--- config.mk ---
export PLATFORM = sky130hd
export DESIGN_NAME = tone_sequencer_flat
export DESIGN_NICKNAME = d
export VERILOG_FILES = /design/src/rtl/tone_sequencer_if.sv /design/src/rtl/tone_sequencer.sv /design/src/flat_wrapper.sv
export SDC_FILE = /design/constraint.sdc
export NUM_CORES = 1
export LEC_CHECK = 0
export CELL_PAD_IN_SITES_DETAIL_PLACEMENT = 1
export CELL_PAD_IN_SITES_GLOBAL_PLACEMENT = 1
export CORE_ASPECT_RATIO = 1.4
export CORE_MARGIN = 5
export CORE_UTILIZATION = 59
export CTS_CLUSTER_SIZE = 8
export DETAILED_ROUTE_END_ITERATION = 8
export PLACE_DENSITY_LB_ADDON = 0.1
export SYNTH_ARGS = -nofsm -noshare
export SYNTH_HDL_FRONTEND = slang
export SYNTH_SLANG_ARGS = --single-unit
--- constraint.sdc ---
create_clock -name i_clk -period 10.3 [get_ports i_clk]
set_input_delay 2.06 -clock i_clk [delete_from_list [all_inputs] [get_ports i_clk]]
set_output_delay 2.06 -clock i_clk [all_outputs]
set_load 0.01 [all_outputs]
--- src/rtl/tone_sequencer_if.sv ---
// Control, note-table write and accumulator-drive signals of the tone sequencer.
// The master side drives the i_* signals; the sequencer (slave) drives the o_* signals.
interface tone_sequencer_if #(
    parameter int DEPTH = 16,
    parameter int DUR_W = 16
);
    localparam int ADDR_W = $clog2(DEPTH);

    logic              i_tick;
    logic              i_wr_en;
    logic [ADDR_W-1:0] i_wr_addr;
    logic [31:0]       i_wr_delta;
    logic [DUR_W-1:0]  i_wr_dur;
    logic              i_start;
    logic [ADDR_W:0]   i_len;
    logic              i_loop;
    logic              i_stop;
    logic [31:0]       o_delta_phase;
    logic              o_phase_en;
    logic              o_phase_clr;
    logic [ADDR_W-1:0] o_step;
    logic              o_busy;
    logic              o_done;

    modport master (
        output i_tick, i_wr_en, i_wr_addr, i_wr_delta, i_wr_dur,
               i_start, i_len, i_loop, i_stop,
        input  o_delta_phase, o_phase_en, o_phase_clr, o_step, o_busy, o_done
    );

    modport slave (
        input  i_tick, i_wr_en, i_wr_addr, i_wr_delta, i_wr_dur,
               i_start, i_len, i_loop, i_stop,
        output o_delta_phase, o_phase_en, o_phase_clr, o_step, o_busy, o_done
    );
endinterface

--- src/rtl/tone_sequencer.sv ---
// Note-table sequencer: steps through programmed {phase increment, duration} entries,
// driving and gating the phase accumulator of the PWM tone path.
module tone_sequencer #(
    parameter int DEPTH     = 16,
    parameter int DUR_W     = 16,
    parameter int GAP_TICKS = 2
) (
    input  logic             i_clk,
    input  logic             i_rst,
    tone_sequencer_if.slave  bus
);
    localparam int ADDR_W = $clog2(DEPTH);

    typedef enum logic [2:0] {IDLE, LOAD, PLAY, GAP, DONE} state_t;

    state_t            state_q, state_d;
    logic [31:0]       tbl_delta [DEPTH];
    logic [DUR_W-1:0]  tbl_dur   [DEPTH];
    logic [31:0]       rd_delta_q;
    logic [DUR_W-1:0]  rd_dur_q;
    logic [31:0]       delta_q, delta_d;
    logic [DUR_W-1:0]  cnt_q, cnt_d;
    logic [ADDR_W-1:0] step_q, step_d;
    logic [ADDR_W:0]   len_q, len_d;
    logic [ADDR_W:0]   step_nxt;
    logic              entry_q;
    logic              start_ok, last_step, cnt_one, advance, note_on;

    assign step_nxt  = {1'b0, step_q} + (ADDR_W+1)'(1);
    assign last_step = step_nxt >= len_q;
    assign cnt_one   = cnt_q == DUR_W'(1);
    assign start_ok  = bus.i_start && !bus.i_stop && (bus.i_len != '0)
                       && (bus.i_len <= (ADDR_W+1)'(DEPTH));

    // NOTE: every variable gets a default before the case so no path leaves it unassigned (no latches).
    always_comb begin
        state_d = state_q;
        step_d  = step_q;
        cnt_d   = cnt_q;
        len_d   = len_q;
        delta_d = delta_q;
        advance = 1'b0;
        case (state_q)
            IDLE: if (start_ok) begin
                state_d = LOAD;
                step_d  = '0;
                len_d   = bus.i_len;
            end
            LOAD: state_d = PLAY;
            PLAY: if (entry_q) begin
                if (rd_dur_q == '0) begin
                    state_d = DONE;
                end else begin
                    delta_d = rd_delta_q;
                    cnt_d   = rd_dur_q;
                end
            end else if (bus.i_tick) begin
                if (!cnt_one) begin
                    cnt_d = cnt_q - DUR_W'(1);
                end else if (GAP_TICKS > 0) begin
                    state_d = GAP;
                    cnt_d   = DUR_W'(GAP_TICKS);
                end else begin
                    advance = 1'b1;
                end
            end
            GAP: if (bus.i_tick) begin
                if (cnt_one) advance = 1'b1;
                else         cnt_d   = cnt_q - DUR_W'(1);
            end
            DONE:    state_d = IDLE;
            default: state_d = IDLE;
        endcase

        if (advance) begin
            if (!last_step) begin
                state_d = LOAD;
                step_d  = step_nxt[ADDR_W-1:0];
            end else if (bus.i_loop) begin
                state_d = LOAD;
                step_d  = '0;
            end else begin
                state_d = DONE;
            end
        end

        // Abort leaves the last presented increment and step index visible.
        if (bus.i_stop && state_q != IDLE) begin
            state_d = IDLE;
            step_d  = step_q;
        end
    end

    // NOTE: sequential state uses non-blocking assignments so all registers update from pre-edge values.
    always_ff @(posedge i_clk) begin
        if (i_rst) state_q <= IDLE;
        else       state_q <= state_d;
    end

    always_ff @(posedge i_clk) begin
        if (i_rst) begin
            step_q  <= '0;
            cnt_q   <= '0;
            len_q   <= '0;
            delta_q <= '0;
            entry_q <= 1'b0;
        end else begin
            step_q  <= step_d;
            cnt_q   <= cnt_d;
            len_q   <= len_d;
            delta_q <= delta_d;
            entry_q <= (state_q == LOAD) && (state_d == PLAY);
        end
    end

    // NOTE: the note table and its read register are deliberately not reset; nothing reads them before a LOAD.
    always_ff @(posedge i_clk) begin
        if (bus.i_wr_en && state_q == IDLE) begin
            tbl_delta[bus.i_wr_addr] <= bus.i_wr_delta;
            tbl_dur[bus.i_wr_addr]   <= bus.i_wr_dur;
        end
        if (state_q == LOAD) begin
            rd_delta_q <= tbl_delta[step_q];
            rd_dur_q   <= tbl_dur[step_q];
        end
    end

    // On the entry cycle the fresh table word drives the outputs directly; delta_q holds it afterwards.
    assign note_on           = (state_q == PLAY) && entry_q && (rd_dur_q != '0);
    assign bus.o_delta_phase = note_on ? rd_delta_q : delta_q;
    assign bus.o_phase_clr   = note_on;
    assign bus.o_phase_en    = (state_q == PLAY)
                               && (entry_q ? (note_on && rd_delta_q != '0) : (delta_q != '0));
    assign bus.o_step        = step_q;
    assign bus.o_busy        = state_q != IDLE;
    assign bus.o_done        = state_q == DONE;
endmodule

--- src/flat_wrapper.sv ---
// flat-port wrapper written by rule: the top's interface ports become plain ports
module tone_sequencer_flat 
#(
    parameter int DEPTH     = 16,
    parameter int DUR_W     = 16,
    parameter int GAP_TICKS = 2
)
  (i_clk, i_rst, bus_i_tick, bus_i_wr_en, bus_i_wr_addr, bus_i_wr_delta, bus_i_wr_dur, bus_i_start, bus_i_len, bus_i_loop, bus_i_stop, bus_o_delta_phase, bus_o_phase_en, bus_o_phase_clr, bus_o_step, bus_o_busy, bus_o_done);
  tone_sequencer_if #(.DEPTH(DEPTH), .DUR_W(DUR_W)) bus_i ();
  input  logic i_clk;
  input  logic i_rst;
  input wire logic [$bits(bus_i.i_tick)-1:0] bus_i_tick;
  input wire logic [$bits(bus_i.i_wr_en)-1:0] bus_i_wr_en;
  input wire logic [$bits(bus_i.i_wr_addr)-1:0] bus_i_wr_addr;
  input wire logic [$bits(bus_i.i_wr_delta)-1:0] bus_i_wr_delta;
  input wire logic [$bits(bus_i.i_wr_dur)-1:0] bus_i_wr_dur;
  input wire logic [$bits(bus_i.i_start)-1:0] bus_i_start;
  input wire logic [$bits(bus_i.i_len)-1:0] bus_i_len;
  input wire logic [$bits(bus_i.i_loop)-1:0] bus_i_loop;
  input wire logic [$bits(bus_i.i_stop)-1:0] bus_i_stop;
  output wire logic [$bits(bus_i.o_delta_phase)-1:0] bus_o_delta_phase;
  output wire logic [$bits(bus_i.o_phase_en)-1:0] bus_o_phase_en;
  output wire logic [$bits(bus_i.o_phase_clr)-1:0] bus_o_phase_clr;
  output wire logic [$bits(bus_i.o_step)-1:0] bus_o_step;
  output wire logic [$bits(bus_i.o_busy)-1:0] bus_o_busy;
  output wire logic [$bits(bus_i.o_done)-1:0] bus_o_done;
  assign bus_i.i_tick = bus_i_tick;
  assign bus_i.i_wr_en = bus_i_wr_en;
  assign bus_i.i_wr_addr = bus_i_wr_addr;
  assign bus_i.i_wr_delta = bus_i_wr_delta;
  assign bus_i.i_wr_dur = bus_i_wr_dur;
  assign bus_i.i_start = bus_i_start;
  assign bus_i.i_len = bus_i_len;
  assign bus_i.i_loop = bus_i_loop;
  assign bus_i.i_stop = bus_i_stop;
  assign bus_o_delta_phase = bus_i.o_delta_phase;
  assign bus_o_phase_en = bus_i.o_phase_en;
  assign bus_o_phase_clr = bus_i.o_phase_clr;
  assign bus_o_step = bus_i.o_step;
  assign bus_o_busy = bus_i.o_busy;
  assign bus_o_done = bus_i.o_done;
  tone_sequencer #(.DEPTH(DEPTH), .DUR_W(DUR_W), .GAP_TICKS(GAP_TICKS)) u_core (.i_clk(i_clk), .i_rst(i_rst), .bus(bus_i));
endmodule
Run 1, signal wires on met2:
Scale: 1 px per um.
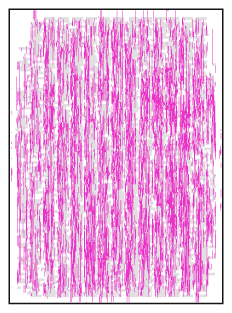
main direction: vertical
longest straight run: 100 um
share of all routed wire: 51%
wire length on this layer: 43.6 mm

Run 1, cell placement:
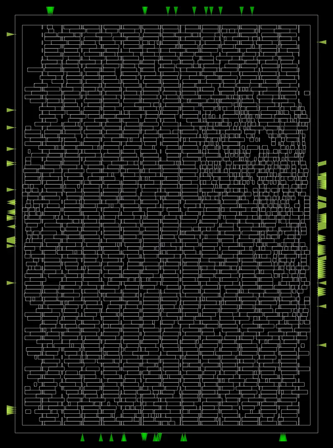
TAP cells: 735
FILL cells: 4342

Run 1, I/O pins on the die edge:
Scale: 1.5 px per um. Pins as bars across the die edge, other pins in gray.
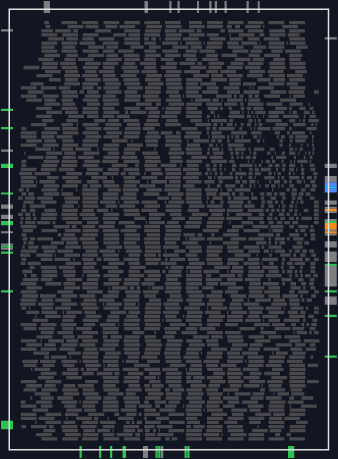
| color | port | pins | direction | edge |
|---|---|---|---|---|
| blue | bus_i_wr_addr | 4 | input | right |
| green | bus_i_wr_delta | 32 | input | 14 left, 13 bottom, 5 right |
| orange | bus_i_len | 5 | input | right |
| cyan | bus_i_wr_en | 1 | input | right |

Run 1, metal layers overlaid:
Scale: 1 px per um. Only two layers are drawn.
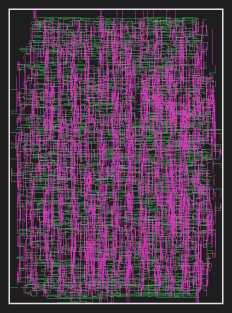
| color | layer | wire length |
|---|---|---|
| green | metal 1 | 32.7 mm |
| magenta | metal 2 | 43.6 mm |

==> flow_metrics.env, run 1 <==
# flow metrics
export IMPL_syn_nets=1585
export IMPL_design_area_sq_um=39100
export IMPL_ios=104
export IMPL_required_ps=8240
export IMPL_slew_headroom=0.151
export IMPL_rr_endpoint="u_core.rd_delta_q[20]"
export IMPL_chipArea_sq_um=62000
export IMPL_status="completed"
export IMPL_insertion_delay_ps=680
export IMPL_cts_sinks=877
export IMPL_path_depth=5
export IMPL_path_class="reg2out"
export IMPL_fmaxAchievable_mhz=170
export IMPL_ys_chip_area_sq_um=33700
export IMPL_cts_max_path_buffers=3
export IMPL_wl_per_cell_um=34.2
export IMPL_drive_gt1_frac=0.262
export IMPL_yosysMostFrequentCell="edfxtp_1"
export IMPL_topCellsByArea="edfxtp_1 (73%), mux4_2 (16%), dfxtp_1 (3.6%)"
export IMPL_worst_slew_pin_slew_ps=1270
export IMPL_die_w_um=212
export IMPL_top_area_cell="edfxtp_1"
export IMPL_critPathCaptureType="output port"
export IMPL_viasPerCell=6.72
export IMPL_powerDensity_nw_per_um2=198
export IMPL_grt_pass1_vias=18100
export IMPL_dpl_cell_count=2305
export IMPL_fp_util=0.597
export IMPL_cts_tree="done"
export IMPL_ant_nets=0
export IMPL_routed_wl_um=86100
export IMPL_netlist_instances=1513
export IMPL_tns_ps=0
export IMPL_crit_family="buffers and inverters"
export IMPL_ys_async_sr_fraction=0
[run 1: worst min-delay path, stage by stage (launching register included)]
cell and delay (ps):
dfxtp_1 310, nand2_1 50, a21oi_1 50
[run 1: cell families after synthesis]
logic type,after synthesis,share of synthesized area
flip-flops,877,0.764
XOR/XNOR,5,0.00130
buffers and inverters,90,0.0111
multiplexers,273,0.172
adder cells (fa/ha/maj),8,0.00297
AND/OR/NAND/NOR,182,0.0310
AND-OR/OR-AND,78,0.0180
[run 1: metal layers]
metal,track usage,vias to the layer above,wire length (um)
li1,-,6799,-
met1,0.391,9007,32700
met2,0.464,962,43600
met3,0.0562,154,7090
met4,0.0990,2,2670
met5,0,-,11
[run 1: power breakdown]
part           internal [mW]  leakage [nW]  switching [mW]
sequential              3.94          7.86          0.0152
clock                   2.18          1.63            1.43
combinational         0.0485          2.61           0.112
[run 1: sequential cells by signal (all words and copies together), names as in the netlist]
signal and flops:
u_core.tbl_delta 512, u_core.tbl_dur 256, u_core.delta_q 32, u_core.rd_delta_q 32, u_core.cnt_q 16, u_core.rd_dur_q 16
u_core.len_q 5, u_core.bus.o_step 4, u_core.state_q 3, u_core.entry_q 1
[run 1: worst min path at each step]
stage	from	to	slack [ps]	depth (start not counted)
after floorplan	u_core.len_q[0]	u_core.len_q[0]	440	2
after global placement	u_core.len_q[0]	u_core.len_q[0]	450	2
after detailed placement	u_core.len_q[0]	u_core.len_q[0]	460	2
after CTS	u_core.len_q[0]	u_core.len_q[0]	460	2
after global routing	u_core.len_q[0]	u_core.len_q[0]	480	2
final	u_core.len_q[0]	u_core.len_q[0]	460	2
[run 1: cell type report]
class                           instances  area (sq um)
Sequential cell                       877         25700
Fill cell                            4342         17400
Multi-Input combinational cell        546          7690
Clock buffer                          211          3390
Timing Repair Buffer                  133          1260
Tap cell                              735           920
Inverter                               14          52.6
Clock inverter                          3          43.8
[run 1: cell usage in the layout (no fill, tap or decap), types with 5 or more instances in the layout]
master             n
mux2_2            33
and2_1            35
clkdlybuf4s50_1  103
a22oi_1            7
dfxtp_1           57
clkbuf_1          89
nor2_1            17
inv_1             13
ha_1               8
edfxtp_1         816
nor3_1            14
mux4_2           240
nor2_4            12
nor4_1            22
a21oi_1           18
clkbuf_16        122
o221ai_1           8
a32oi_1            7
buf_4             30
nand4_1           10
nand2_1           27
nand2b_1           5
==> run 2, diff against run 1 <==
CORE_UTILIZATION = 54   (was 59)
clock period = 5.5 ns   (was 10.3 ns; I/O delays follow)
==> flow_metrics.env, run 2 <==
# flow metrics
export IMPL_crit_family="buffers and inverters"
export IMPL_routed_wl_um=83700
export IMPL_ant_nets=0
export IMPL_holdPathStages=2
export IMPL_ios=104
export IMPL_netlist_instances=1513
export IMPL_layout_top_cell="edfxtp_1"
export IMPL_yosysMostFrequentCell="edfxtp_1"
export IMPL_worst_slew_pin_slew_ps=1280
export IMPL_viasPerCell=6.38
export IMPL_top_register="u_core.tbl_delta"
export IMPL_top_area_cell="edfxtp_1"
export IMPL_syn_nets=1585
export IMPL_status="completed"
export IMPL_reg_top3="u_core.tbl_delta x512, u_core.tbl_dur x256"
export IMPL_path_depth=5
export IMPL_topCellsByArea="edfxtp_1 (73%), mux4_2 (16%), dfxtp_1 (3.6%)"
export IMPL_slew_headroom=0.144
export IMPL_drive_gt1_frac=0.265
export IMPL_fmaxAchievable_mhz=207
export IMPL_required_ps=4400
export IMPL_grt_pass1_vias=18000
export IMPL_cts_sinks=877
export IMPL_min_delay_start="u_core.len_q[0]"
export IMPL_powerDensity_nw_per_um2=368
export IMPL_design_area_sq_um=39400
export IMPL_ys_async_sr_fraction=0
export IMPL_fp_util=0.544
==> run 2: worst min-delay path, delay by kind of cell (launching register included) <==
kind / cells / cell delay [ps]
AND/OR/NAND/NOR: 1 / 60
AND-OR/OR-AND: 1 / 60
flip-flops: 1 / 310
==> run 2: where the power goes <==
| group | leakage [nW] | total (mW) | internal, mW | switching, mW |
|---|---|---|---|---|
| logic | 2.66 | 0.299 | 0.0935 | 0.206 |
| clock network | 1.65 | 6.77 | 4.11 | 2.67 |
| registers | 7.86 | 7.41 | 7.38 | 0.0260 |
==> run 2: path summary, 6_finish.rpt <==
check	end	slack [ps]
worst min-delay path	u_core.len_q[0]	490
worst max register to register	u_core.tbl_delta[7][20]	2290
worst min register to register	u_core.len_q[0]	490
worst max-delay path	bus_o_delta_phase[27]	670
==> run 2: layout make-up <==
cell class                 instances  area (sq um)
multi-input combinational        546          7690
tap                              825          1030
fill                            5118         22500
inverter                          14          52.6
clock buffer                     212          3390
sequential                       877         25700
clock inverter                     5          80.1
timing repair buffer             139          1390
==> run 2: stage by stage <==
stage                     worst slack [ps]  utilization  power, mW
after global routing                   465        0.636       15.0
after floorplan                        174            -       7.63
final                                  674        0.636       14.5
after CTS                              634        0.636       14.6
after global placement                1400        0.580       7.81
after detailed placement              1360        0.580       7.83
==> run 2: cells by family (layout without fill, tap and decap cells) <==
| logic type | after synthesis | after routing | synth area share |
|---|---|---|---|
| AND-OR/OR-AND | 78 | 78 | 0.0180 |
| XOR/XNOR | 5 | 5 | 0.00130 |
| adder cells (fa/ha/maj) | 8 | 8 | 0.00297 |
| buffers and inverters | 90 | 370 | 0.0111 |
| flip-flops | 877 | 877 | 0.764 |
| multiplexers | 273 | 273 | 0.172 |
| AND/OR/NAND/NOR | 182 | 182 | 0.0310 |
==> run 2: metal layers <==
| metal | vias up | part of all wire | global-route usage |
|---|---|---|---|
| met4 | 0 | 0.020 | 0.0602 |
| li1 | 6821 | - | - |
| met2 | 675 | 0.51 | 0.414 |
| met1 | 9078 | 0.41 | 0.353 |
| met3 | 118 | 0.068 | 0.0438 |
| met5 | - | 0 | 0 |
Run 2, cell placement:
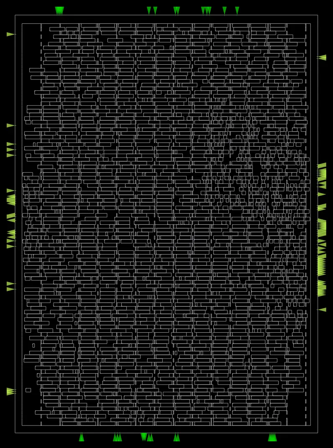
TAP cells: 825
Flops: 877
fraction of area in registers: 0.654

Run 2, signal wires on met2:
Scale: 1 px per um.
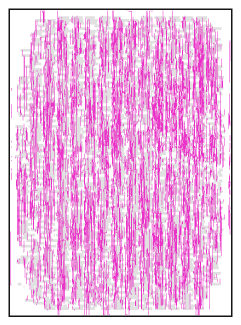
main direction: vertical
longest straight run: 98.3 um

No activity file was given, so power comes from the tool's default toggle rates.
